Run 1, placement by cell class:
Fill, decap, tap and diode cells in grey.
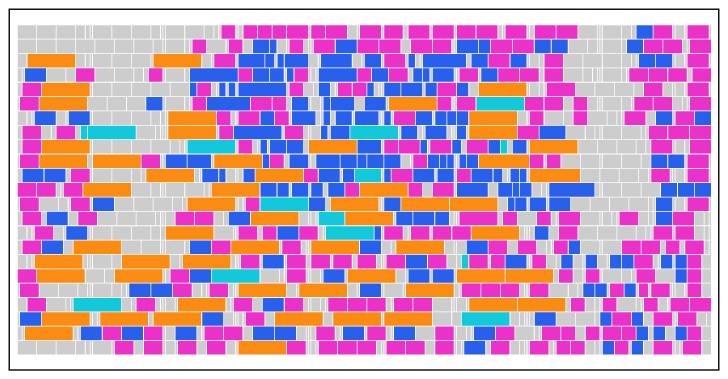
Run 1, clock wires, drivers and flops:
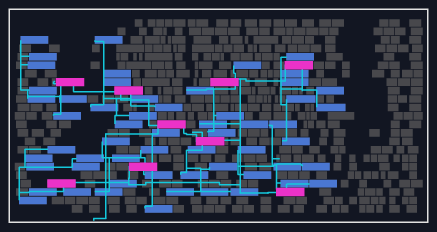
Run 1, PDN straps and rails:
The bar under the picture is 50 µm long. Pins as bars on the die edge.
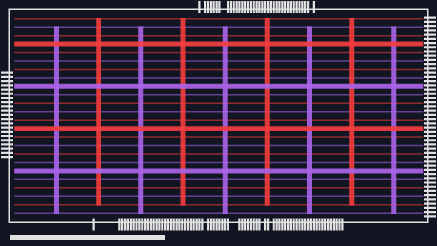
--- config.mk ---
export PLATFORM = sky130hd
export DESIGN_NAME = w4823_fir_seq_flat
export DESIGN_NICKNAME = d
export VERILOG_FILES = /design/src/rtl/w4823_fir_pkg.sv /design/src/rtl/w4823_fir_seq_if.sv /design/src/rtl/w4823_fir_addr_gen.sv /design/src/rtl/w4823_fir_seq.sv /design/src/flat_wrapper.sv
export SDC_FILE = /design/constraint.sdc
export NUM_CORES = 1
export LEC_CHECK = 0
export CORE_ASPECT_RATIO = 0.5
export CORE_UTILIZATION = 33
export DETAILED_ROUTE_END_ITERATION = 8
export PLACE_DENSITY = 0.76
export SLEW_MARGIN = 20
export SYNTH_ARGS = -nofsm -noshare
export SYNTH_HDL_FRONTEND = slang
export SYNTH_SLANG_ARGS = --single-unit
--- constraint.sdc ---
create_clock -name clk -period 1.9 [get_ports clk]
set_input_delay 0.285 -clock clk [delete_from_list [all_inputs] [get_ports clk]]
set_output_delay 0.285 -clock clk [all_outputs]
set_load 0.03 [all_outputs]
--- src/rtl/w4823_fir_pkg.sv ---
// rtl/w4823_fir_pkg.sv - shared constants and state type for the W4823 FIR sequencer
package w4823_fir_pkg;
    localparam int FIR_AW      = 6;
    localparam int FIR_DW      = 16;
    localparam int FIR_CW      = 17;
    localparam int FIR_ACCW    = FIR_DW + FIR_CW + FIR_AW;
    localparam int FIR_MAC_LAT = 2;
    localparam int FIR_NTAPS   = 2 ** FIR_AW;

    typedef enum logic [2:0] {
        ST_INIT,
        ST_IDLE,
        ST_RUN,
        ST_DRAIN,
        ST_DONE
    } state_t;
endpackage

--- src/rtl/w4823_fir_seq_if.sv ---
// rtl/w4823_fir_seq_if.sv - sample, coefficient-load, memory and MAC signals of the FIR sequencer
interface w4823_fir_seq_if
    import w4823_fir_pkg::*;
#(
    parameter int AW   = FIR_AW,
    parameter int DW   = FIR_DW,
    parameter int CW   = FIR_CW,
    parameter int ACCW = FIR_ACCW
);
    logic            sample_stb;
    logic [DW-1:0]   din;
    logic            cload_req;
    logic [AW-1:0]   caddr;
    logic [CW-1:0]   cin;
    logic            cload_ack;
    logic            dmem_we;
    logic [AW-1:0]   dmem_waddr;
    logic [DW-1:0]   dmem_wdata;
    logic [AW-1:0]   dmem_raddr;
    logic            cmem_we;
    logic [AW-1:0]   cmem_addr;
    logic [CW-1:0]   cmem_wdata;
    logic            mac_en;
    logic            mac_clr;
    logic [ACCW-1:0] mac_acc;
    logic [ACCW-1:0] dout;
    logic            valid;
    logic            busy;
    logic            overrun;

    modport master (
        input  sample_stb, din, cload_req, caddr, cin, mac_acc,
        output cload_ack, dmem_we, dmem_waddr, dmem_wdata, dmem_raddr,
               cmem_we, cmem_addr, cmem_wdata, mac_en, mac_clr,
               dout, valid, busy, overrun
    );

    modport slave (
        output sample_stb, din, cload_req, caddr, cin, mac_acc,
        input  cload_ack, dmem_we, dmem_waddr, dmem_wdata, dmem_raddr,
               cmem_we, cmem_addr, cmem_wdata, mac_en, mac_clr,
               dout, valid, busy, overrun
    );
endinterface

--- src/rtl/w4823_fir_addr_gen.sv ---
// rtl/w4823_fir_addr_gen.sv - tap counter with terminal count and circular delay-line read address
module w4823_fir_addr_gen #(
    parameter int AW    = 6,
    parameter int NTAPS = 64
) (
    input  logic          clk,
    input  logic          rst,
    input  logic          clr,
    input  logic          step,
    input  logic [AW-1:0] wptr,
    output logic [AW-1:0] k,
    output logic          last,
    output logic [AW-1:0] raddr
);
    always_ff @(posedge clk or posedge rst) begin
        if (rst) begin
            k <= '0;
        end else if (clr) begin
            k <= '0;
        end else if (step) begin
            k <= k + 1'b1;
        end
    end

    assign last  = (k == AW'(NTAPS - 1));
    // Subtraction wraps modulo 2**AW, which is exactly the circular buffer walk-back.
    assign raddr = wptr - k;
endmodule

--- src/rtl/w4823_fir_seq.sv ---
// rtl/w4823_fir_seq.sv - sequencer for the time-multiplexed W4823 FIR datapath
module w4823_fir_seq
    import w4823_fir_pkg::*;
#(
    parameter int AW      = FIR_AW,
    parameter int DW      = FIR_DW,
    parameter int CW      = FIR_CW,
    parameter int ACCW    = FIR_ACCW,
    parameter int MAC_LAT = FIR_MAC_LAT
) (
    input logic             clk,
    input logic             rst,
    w4823_fir_seq_if.master bus
);
    localparam int NTAPS = 2 ** AW;

    state_t          state, state_nx;
    logic [AW-1:0]   wptr, k, raddr;
    logic            k_last, k_clr, k_step, run_cyc;
    logic            dmem_we_c, cmem_we_c, cload_ack_c;
    logic [AW-1:0]   dmem_waddr_c, cmem_addr_c;
    logic [DW-1:0]   dmem_wdata_c;
    logic [CW-1:0]   cmem_wdata_c;
    logic            mac_en_r, mac_clr_r, valid_r;
    logic [ACCW-1:0] dout_r;

    w4823_fir_addr_gen #(.AW(AW), .NTAPS(NTAPS)) u_addr_gen (
        .clk   (clk),
        .rst   (rst),
        .clr   (k_clr),
        .step  (k_step),
        .wptr  (wptr),
        .k     (k),
        .last  (k_last),
        .raddr (raddr)
    );

    always_ff @(posedge clk or posedge rst) begin
        if (rst) begin
            state <= ST_INIT;
        end else begin
            state <= state_nx;
        end
    end

    // k doubles as the INIT clear address and the DRAIN wait counter.
    always_comb begin
        state_nx     = state;
        k_clr        = 1'b0;
        k_step       = 1'b0;
        run_cyc      = 1'b0;
        dmem_we_c    = 1'b0;
        dmem_waddr_c = '0;
        dmem_wdata_c = '0;
        cmem_we_c    = 1'b0;
        cmem_addr_c  = '0;
        cmem_wdata_c = '0;
        cload_ack_c  = 1'b0;
        unique case (state)
            ST_INIT: begin
                dmem_we_c    = 1'b1;
                dmem_waddr_c = k;
                k_step       = 1'b1;
                if (k_last) state_nx = ST_IDLE;
            end
            ST_IDLE: begin
                k_clr = 1'b1;
                if (bus.sample_stb) begin
                    dmem_we_c    = 1'b1;
                    dmem_waddr_c = wptr;
                    dmem_wdata_c = bus.din;
                    state_nx     = ST_RUN;
                end else if (bus.cload_req) begin
                    cmem_we_c    = 1'b1;
                    cmem_addr_c  = bus.caddr;
                    cmem_wdata_c = bus.cin;
                    cload_ack_c  = 1'b1;
                end
            end
            ST_RUN: begin
                k_step      = 1'b1;
                run_cyc     = 1'b1;
                cmem_addr_c = k;
                if (k_last) state_nx = ST_DRAIN;
            end
            ST_DRAIN: begin
                k_step = 1'b1;
                if (k == AW'(MAC_LAT - 1)) state_nx = ST_DONE;
            end
            ST_DONE: begin
                k_clr    = 1'b1;
                state_nx = ST_IDLE;
            end
            default: state_nx = ST_INIT;
        endcase
    end

    // Strobes are delayed one cycle so they line up with the synchronous memory read data.
    always_ff @(posedge clk or posedge rst) begin
        if (rst) begin
            mac_en_r  <= 1'b0;
            mac_clr_r <= 1'b0;
            valid_r   <= 1'b0;
            dout_r    <= '0;
            wptr      <= '0;
        end else begin
            mac_en_r  <= run_cyc;
            mac_clr_r <= run_cyc && (k == '0);
            valid_r   <= (state == ST_DONE);
            if (state == ST_DONE) begin
                dout_r <= bus.mac_acc;
                wptr   <= wptr + 1'b1;
            end
        end
    end

    // Reset also masks the INIT-state outputs so nothing is driven while rst is held.
    assign bus.dmem_we    = !rst && dmem_we_c;
    assign bus.dmem_waddr = dmem_waddr_c;
    assign bus.dmem_wdata = dmem_wdata_c;
    assign bus.dmem_raddr = (state == ST_RUN) ? raddr : '0;
    assign bus.cmem_we    = cmem_we_c;
    assign bus.cmem_addr  = cmem_addr_c;
    assign bus.cmem_wdata = cmem_wdata_c;
    assign bus.cload_ack  = cload_ack_c;
    assign bus.mac_en     = mac_en_r;
    assign bus.mac_clr    = mac_clr_r;
    assign bus.dout       = dout_r;
    assign bus.valid      = valid_r;
    assign bus.busy       = !rst && (state != ST_IDLE);
    assign bus.overrun    = !rst && bus.sample_stb && (state != ST_IDLE);
endmodule

--- src/flat_wrapper.sv ---
// flat-port wrapper written by rule: the top's interface ports become plain ports
module w4823_fir_seq_flat import w4823_fir_pkg::*;
#(
    parameter int AW      = FIR_AW,
    parameter int DW      = FIR_DW,
    parameter int CW      = FIR_CW,
    parameter int ACCW    = FIR_ACCW,
    parameter int MAC_LAT = FIR_MAC_LAT
)
  (clk, rst, bus_sample_stb, bus_din, bus_cload_req, bus_caddr, bus_cin, bus_mac_acc, bus_cload_ack, bus_dmem_we, bus_dmem_waddr, bus_dmem_wdata, bus_dmem_raddr, bus_cmem_we, bus_cmem_addr, bus_cmem_wdata, bus_mac_en, bus_mac_clr, bus_dout, bus_valid, bus_busy, bus_overrun);
  w4823_fir_seq_if #(.AW(AW), .DW(DW), .CW(CW), .ACCW(ACCW)) bus_i ();
  input logic clk;
  input logic rst;
  input wire logic [$bits(bus_i.sample_stb)-1:0] bus_sample_stb;
  input wire logic [$bits(bus_i.din)-1:0] bus_din;
  input wire logic [$bits(bus_i.cload_req)-1:0] bus_cload_req;
  input wire logic [$bits(bus_i.caddr)-1:0] bus_caddr;
  input wire logic [$bits(bus_i.cin)-1:0] bus_cin;
  input wire logic [$bits(bus_i.mac_acc)-1:0] bus_mac_acc;
  output wire logic [$bits(bus_i.cload_ack)-1:0] bus_cload_ack;
  output wire logic [$bits(bus_i.dmem_we)-1:0] bus_dmem_we;
  output wire logic [$bits(bus_i.dmem_waddr)-1:0] bus_dmem_waddr;
  output wire logic [$bits(bus_i.dmem_wdata)-1:0] bus_dmem_wdata;
  output wire logic [$bits(bus_i.dmem_raddr)-1:0] bus_dmem_raddr;
  output wire logic [$bits(bus_i.cmem_we)-1:0] bus_cmem_we;
  output wire logic [$bits(bus_i.cmem_addr)-1:0] bus_cmem_addr;
  output wire logic [$bits(bus_i.cmem_wdata)-1:0] bus_cmem_wdata;
  output wire logic [$bits(bus_i.mac_en)-1:0] bus_mac_en;
  output wire logic [$bits(bus_i.mac_clr)-1:0] bus_mac_clr;
  output wire logic [$bits(bus_i.dout)-1:0] bus_dout;
  output wire logic [$bits(bus_i.valid)-1:0] bus_valid;
  output wire logic [$bits(bus_i.busy)-1:0] bus_busy;
  output wire logic [$bits(bus_i.overrun)-1:0] bus_overrun;
  assign bus_i.sample_stb = bus_sample_stb;
  assign bus_i.din = bus_din;
  assign bus_i.cload_req = bus_cload_req;
  assign bus_i.caddr = bus_caddr;
  assign bus_i.cin = bus_cin;
  assign bus_i.mac_acc = bus_mac_acc;
  assign bus_cload_ack = bus_i.cload_ack;
  assign bus_dmem_we = bus_i.dmem_we;
  assign bus_dmem_waddr = bus_i.dmem_waddr;
  assign bus_dmem_wdata = bus_i.dmem_wdata;
  assign bus_dmem_raddr = bus_i.dmem_raddr;
  assign bus_cmem_we = bus_i.cmem_we;
  assign bus_cmem_addr = bus_i.cmem_addr;
  assign bus_cmem_wdata = bus_i.cmem_wdata;
  assign bus_mac_en = bus_i.mac_en;
  assign bus_mac_clr = bus_i.mac_clr;
  assign bus_dout = bus_i.dout;
  assign bus_valid = bus_i.valid;
  assign bus_busy = bus_i.busy;
  assign bus_overrun = bus_i.overrun;
  w4823_fir_seq #(.AW(AW), .DW(DW), .CW(CW), .ACCW(ACCW), .MAC_LAT(MAC_LAT)) u_core (.clk(clk), .rst(rst), .bus(bus_i));
endmodule
==> results.json, run 1 <==
{
  "crit_path_max_fanout": 2,
  "worstHoldEndpoint": "u_core.bus.dout[34]$_DFFE_PP0P_",
  "outcome": "complete, but fails checks",
  "cts.path.max_buffers": 2,
  "seq-cell-share": 0.252,
  "logic_gate_count": 174,
  "layoutNonFillerInstCount": 595,
  "violations": "negative setup slack",
  "netlist_top_cells_count": "dfrtp_1, mux2_2, and2_1, and3_1, nor2_1",
  "htreeDepth": 3,
  "r2r-start": "u_core.u_addr_gen.k[1]$_DFFE_PP0P_",
  "layout.cells.most_common": "clkdlybuf4s50_1",
  "wl_um": 9440,
  "setup_ws_ps": -431,
  "muxShareOfSynthArea": 0.163,
  "top_area_frac": 0.495,
  "drc": 0,
  "drt-initial-drc-count": 159,
  "reg2reg_depth": 6,
  "ys_cells": 254,
  "r2r_end": "u_core.u_addr_gen.k[5]$_DFFE_PP0P_",
  "yosysWarnings": 0,
  "hold_class": "register to register",
  "setup_tns_ps": -3520,
  "end_kind": "primary output",
  "synth_nets": 346,
  "cts-root-buf": "clkbuf_16",
  "clk_pin_slew_ps": 50,
  "setup_viol": 28,
  "cap_viol_max_count": 0,
  "cts_sinks": 57
}
About 'placement by cell class':
- magenta: other buffers and delay cells (cells 229; share of their area 40%)
- orange: flops (cells 57; share of their area 26%)
- cyan: clock drivers and dummy loads (cells 14; share of their area 4.8%)
- blue: combinational and other logic (cells 183; share of their area 30%)
design area: 5680 µm²
final cell utilization of the core: 0.690
Core ar.: 8230 µm²
floorplan row count: 23

About 'clock wires, drivers and flops':
- cyan: clock wires (length 788 µm)
- blue: flip-flops (count 57)
- magenta: clock drivers (count 9)
- routed clock nets: 10
clock network power share: 0.231
Worst Skew: 3.86 ps
clk pwr: 1430 µW
Worst-Skew Late Latency: 330 ps

About 'PDN straps and rails':
- red: VDD
- purple: VSS
- signal pins: 180
- rows: 23
- met4 straps: 9
peak supply drop: 0.649 mV
die height: 68.1 µm

==> run 1: repair_timing <==
item                                    CTS  global route
endpoints found under the setup margin   43            53
buffers inserted                          9             4
pin swaps                                30             9
gates cloned                              2             1
resized                                  77            38
==> run 1: worst register-to-register path, stage by stage, from the launching register on <==
cell,delay (ps)
dfrtp_1,360
inv_2,50
buf_6,110
buf_4,140
or4_4,500
or3_1,320
a21oi_1,140
==> run 1: power breakdown <==
| group | leakage (µW) | switching [µW] | internal [µW] |
|---|---|---|---|
| Clock | 0.000129 | 497 | 935 |
| Sequential | 0.000771 | 134 | 1370 |
| Combinational | 0.00182 | 1670 | 1590 |
| Total | 0.00272 | 2300 | 3890 |
==> run 1: routing by layer <==
layer  share of wire  track usage
met1            0.42        0.254
met3           0.070       0.0711
met4           0.012       0.0520
met2            0.49        0.370
met5               0            0
Run 1, routed metal, one colour a layer:
The bar under the picture is 50 µm long. Only two layers are drawn.
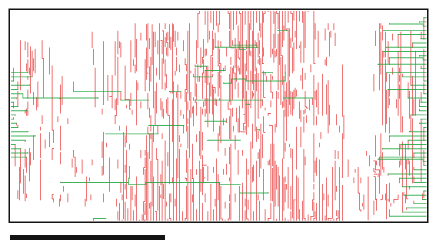

==> run 2, diff against run 1 <==
--- a/config.mk
+++ b/config.mk
@@ -6,4 +6,5 @@
 export NUM_CORES = 1
 export LEC_CHECK = 0
+export CAP_MARGIN = 0
 export CORE_ASPECT_RATIO = 0.5
 export CORE_UTILIZATION = 33
==> constraint.sdc (replaced) <==
create_clock -name clk -period 1.9 [get_ports clk]
set_input_delay 0.57 -clock clk [delete_from_list [all_inputs] [get_ports clk]]
set_output_delay 0.57 -clock clk [all_outputs]
set_load 0.03 [all_outputs]
Run 2, routed metal, one colour a layer:
The bar under the picture is 50 µm long. Only two layers are drawn.
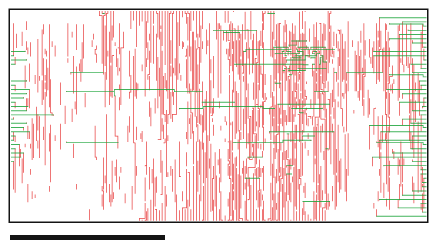
- green: metal 3 (wire length 824 µm)
- red: metal 2 (wire length 6350 µm)
final wirelength: 12000 µm
WL per Instance: 19.4 µm

Run 2, placement by cell class:
Fill, decap, tap and diode cells in grey.
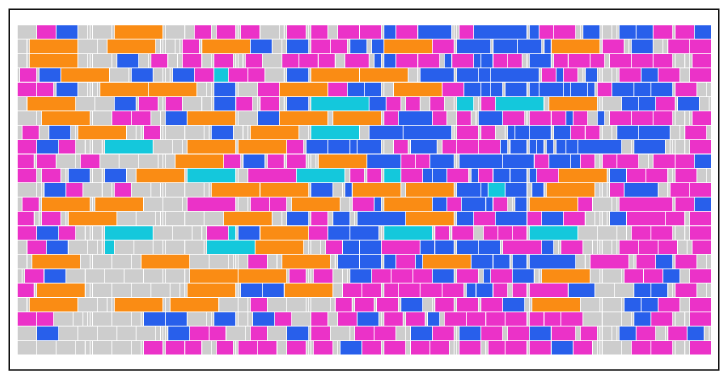
- cyan: clock drivers and dummy loads (cells 16; share of their area 4.9%)
- orange: flops (cells 57; share of their area 23%)
- magenta: other buffers and delay cells (cells 250; share of their area 42%)
- blue: combinational and other logic (cells 183; share of their area 30%)
flop share of the area: 0.228
final cell utilization of the core: 0.759

Run 2, clock wiring as the flow saved it:
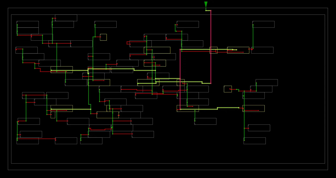
CTS buffer count: 9
Worst Skew: 5.78 ps

==> results.json, run 2 <==
{
  "power.group.top": "combinational logic",
  "pg_seq_uw": 1460,
  "met1Wirelength_um": 4550,
  "cts_sinks": 57,
  "ir_drop_mv": 0.612,
  "clock_power_uw": 1590,
  "routed.top_layer": "met4",
  "rows": 23,
  "yosysWarnings": 0,
  "r2r_end": "u_core.state[0]$_DFFE_PP0P_",
  "use_met3": 0.0748,
  "die_y_um": 68.1,
  "reg2reg_depth": 5,
  "setup_tns_ps": -23930,
  "route.met2.wl_um": 6350,
  "worstHoldEndpoint": "u_core.bus.dout[4]$_DFFE_PP0P_",
  "intPower_uw": 4360,
  "layout.cells.most_common": "clkdlybuf4s50_1",
  "ys_cells": 254,
  "p_clk_frac": 0.226,
  "power_frac_comb": 0.567,
  "setup_viol": 56,
  "hold_class": "register to register",
  "drt-initial-drc-count": 148,
  "setup_ws_ps": -813,
  "top_usage_layer": "met2",
  "violations": "negative setup slack",
  "htreeDepth": 3,
  "outcome": "complete, but fails checks"
}
==> run 2: layout make-up <==
class | count | area share
repair buffers | 250 | 0.406
multi-input cells | 174 | 0.289
flip-flops and latches | 57 | 0.228
clock buffers | 10 | 0.0367
well taps | 112 | 0.0224
clock inverters | 6 | 0.0110
inverters | 9 | 0.00601
==> run 2: metrics by stage <==
step	instance area, µm²	hold slack, ps	util
final	6240	498	0.759
after global routing	6240	514	0.759
after CTS	6110	502	0.742
after detailed placement	5150	495	0.626
after global placement	5150	488	0.626
after floorplan	3090	485	-
==> run 2: repair_timing <==
item                                    in CTS  in global routing
endpoints found under the hold margin        0                  0
cloned                                       5                  4
hold buffers                                 0                  0
pin swaps                                   41                 20
resized                                    177                 15
endpoints found under the setup margin      96                104
buffers inserted                            19                 10
No activity file was given, so power comes from the tool's default toggle rates.
